==> config.mk <==
export PLATFORM = sky130hd
export DESIGN_NAME = rst_seq
export DESIGN_NICKNAME = d
export VERILOG_FILES = /design/src/rtl/rst_seq.sv
export SDC_FILE = /design/constraint.sdc
export NUM_CORES = 1
export LEC_CHECK = 0
export ABC_AREA = 1
export CORE_MARGIN = 2
export CORE_UTILIZATION = 60
export CTS_CLUSTER_DIAMETER = 80
export DETAILED_ROUTE_END_ITERATION = 8
export GPL_ROUTABILITY_DRIVEN = 0
export PLACE_DENSITY = 0.95
export SETUP_SLACK_MARGIN = 0.5
export SLEW_MARGIN = 10
export SYNTH_ARGS = -nofsm -noshare
export SYNTH_HDL_FRONTEND = slang
export SYNTH_SLANG_ARGS = --single-unit
==> constraint.sdc <==
create_clock -name clk_i -period 4.7 [get_ports clk_i]
set_input_delay 0.94 -clock clk_i [delete_from_list [all_inputs] [get_ports clk_i]]
set_output_delay 0.94 -clock clk_i [all_outputs]
set_load 0.005 [all_outputs]
**Run 1: clock network drawn from the DEF**

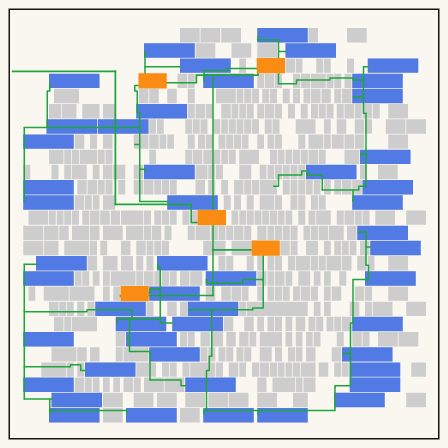
legend:
  green:
    item: clock wires
    length: 594 um
  orange:
    item: cells driving clock nets
    count: 5
  blue:
    item: flip-flops
    count: 49
routed clock nets: 6
Clock group: 0.000308 W
clk_lat worst skew: 0.31 ns
clock power share: 22.9%

**Run 1: cells colored by class**

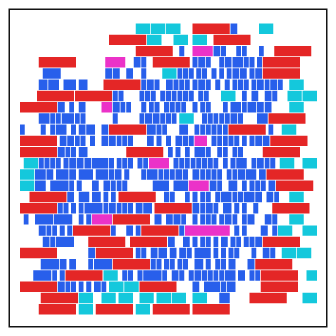
legend:
  red:
    class: flops
    cells: 49
  cyan:
    class: other buffers and delay cells
    cells: 40
  blue:
    class: all other logic
    cells: 403
  magenta:
    class: clock drivers and dummy loads
    cells: 8
flop share of the area: 33.2%
Finished Core Util: 72.4%
final instance area: 3700 um2
core area: 5110 um2
placement row count: 26

**Run 1: routing congestion map**

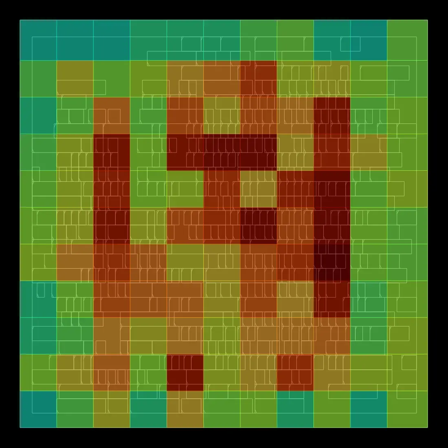
Tot GR Track Use: 27.3%
wire per inst: 13.7 um
met3 Use GR: 5.09%

==> GITHUB_STEP_SUMMARY, run 1 <==
## PnR job results

| Metric | Value |
|---|---|
| CTS H-tree depth | `2` |
| Clk root buf | `clkbuf_8` |
| I/O Pins | `around 40` |
| Max cap viols | `0` |
| Reg area | `~1200 um2` |
| Outcome | `complete, no violations` |
| Nets | `around 510` |
| Post-detail-place hpwl | `5.75 mm` |
| Hold Path Cell Cnt | `0` |
| Fin worst setup slack | `around 1.6 ns` |
| Placed cells | `562` |
| Fin Hold WS | `around 0.38 ns` |
| Largest area contributor in the netlist | `dfrtp_1` |
| Met2 Use GR | `46.8%` |
| Adder Area Share | `3.96%` |
| FF-to-FF path depth | `10` |
| Multi-input gates | `approximately 350` |
| XOR/XNOR Area Share | `less than 1%` |
| Routed Antenna Nets | `0` |
| Yosys aoi share | `11.4%` |
| Tool warnings | `31` |
| CTS tree | `done` |
| Main flop type | `dfrtp_1` |
| Number of standard cells reported by yosys | `460` |
--- run 2 (diff from run 1) ---
- CORE_UTILIZATION: 60 -> 56
- PLACE_DENSITY: 0.95 -> 0.9
- clock period: 4.7 -> 3.2 ns (I/O delays scaled with it)
**Run 2: pin placement**

Pins as bars across the die edge, other pins in gray.
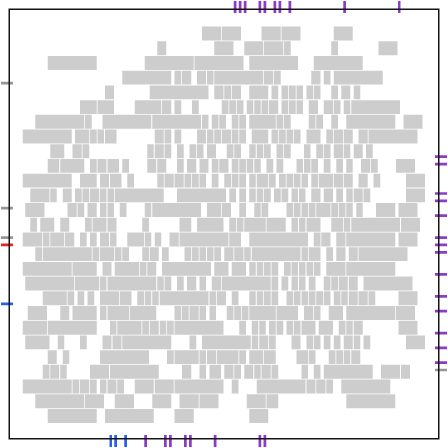
legend:
  blue:
    port: `rst_no`
    pins: 4
    direction: output
    edge: 3 south, 1 west
  purple:
    port: `cycle_cnt_o`
    pins: 32
    direction: output
    edge: 14 east, 10 north, 8 south
  red:
    port: `req_i`
    pins: 1
    direction: input
    edge: west
PortBufs: 40
Die X: 79.2 um

==> GITHUB_STEP_SUMMARY, run 2 <==
## PnR job results

| Metric | Value |
|---|---|
| Outcome | `complete, no violations` |
| Clock power share | `a little over a quarter` |
| Met2 Use GR | `around 44%` |
| Fin Hold WS | `around 0.4 ns` |
| Routed Antenna Nets | `0` |
| Post-detail-place hpwl | `~5.5 mm` |
| Clk root buf | `clkbuf_8` |
| Main flop type | `dfrtp_1` |
| Yosys aoi share | `between 10 and 15%` |
| Worst rel slew slack | `between 20 and 30%` |
| Max cap viols | `0` |
| Placement row count | `27` |
| Reg area | `1230 um2` |
| Final instance area | `about 3700 um2` |
| Adder Area Share | `a little under 4%` |
| XOR/XNOR Area Share | `less than 1%` |
| Clk_lat worst skew | `0.31 ns` |
| Clock group | `around 0.00054 W` |
| Crit path cell chain | `clkdlybuf4s50_1, nand2_1, inv_1, clkdlybuf4s50_1` |
| Finished Core Util | `68.0%` |
| Flop share of the area | `between 30% and 40%` |
| Post-route insts no fill | `around 570` |
| I/O Pins | `between 40 and 50` |
| Area growth syn-to-layout | `17.6%` |
| CTS H-tree depth | `2` |
| Met3 Use GR | `4.32%` |
| Tot GR Track Use | `25.8%` |
| Number of standard cells reported by yosys | `460` |
| Wire per inst | `approximately 13 um` |
| YS chip area | `between 3000 and 4000 um2` |
| Placed cells | `around 560` |
| Post-Synth Simple-Gate Area | `between 30% and 40%` |
| FF-to-FF path depth | `6` |
| Multi-input gates | `351` |
| Core area | `between 5000 and 6000 um2` |
| CTS tree | `done` |
| Nets | `slightly above 500` |
--- run 3 (diff from run 2) ---
- CORE_UTILIZATION: 56 -> 50
- PLACE_DENSITY: 0.9 -> 0.85
- clock period: 3.2 -> 2.22 ns (I/O delays scaled with it)
**Run 3: routed metal, one color a layer**

Only two layers are drawn.
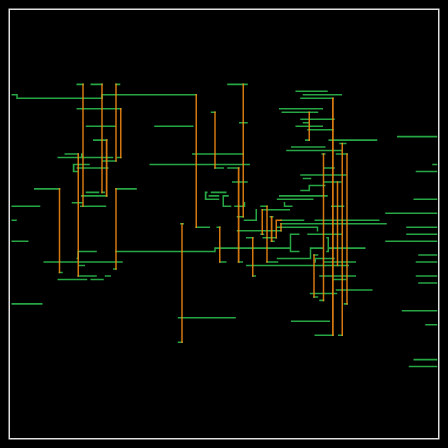
legend:
  green:
    layer: met3
    wire_length: 648 um
  orange:
    layer: met4
    wire_length: 452 um
total wire length: 9.63 mm
vias post-DR: 3557

==> GITHUB_STEP_SUMMARY, run 3 <==
## PnR job results

| Metric | Value |
|---|---|
| Finished Core Util | `between 70% and 80%` |
| CTS tree | `done` |
| Flop share of the area | `28.1%` |
| Placement row count | `28` |
| Largest area contributor in the netlist | `dfrtp_1` |
| Wire per inst | `approximately 15 um` |
| CTS H-tree depth | `2` |
| Reg area | `roughly 1200 um2` |
| Max cap viols | `0` |
| Met3 Use GR | `between 3 and 4%` |
| Main flop type | `dfrtp_1` |
| Final instance area | `4440 um2` |
| Pre-Place Util | `52.5%` |
| Outcome | `complete, no violations` |
| Number of standard cells reported by yosys | `roughly 460` |
| Clock power share | `a little under a fifth` |
| Tapcell Cnt | `roughly 75` |
| Yosys aoi share | `between 10 and 15%` |
| Nets | `564` |
| PortBufs | `40` |
| Tool warnings | `33` |
| FF-to-FF path depth | `8` |
| Die X | `~84 um` |
| Post-detail-place hpwl | `between 5 and 6 mm` |
| Clk_lat worst skew | `between 0.3 and 0.4 ns` |
| XOR/XNOR Area Share | `0.831%` |
| I/O Pins | `just over 40` |
| Adder Area Share | `3.96%` |
| Post-Synth Simple-Gate Area | `roughly 36%` |
| Post-route insts no fill | `between 600 and 700` |
| Placed cells | `between 500 and 600` |
| YS chip area | `around 3200 um2` |
| Fin Hold WS | `around 0.1 ns` |
| Clock group | `0.000670 W` |
Power and IR drop assume default switching activity.
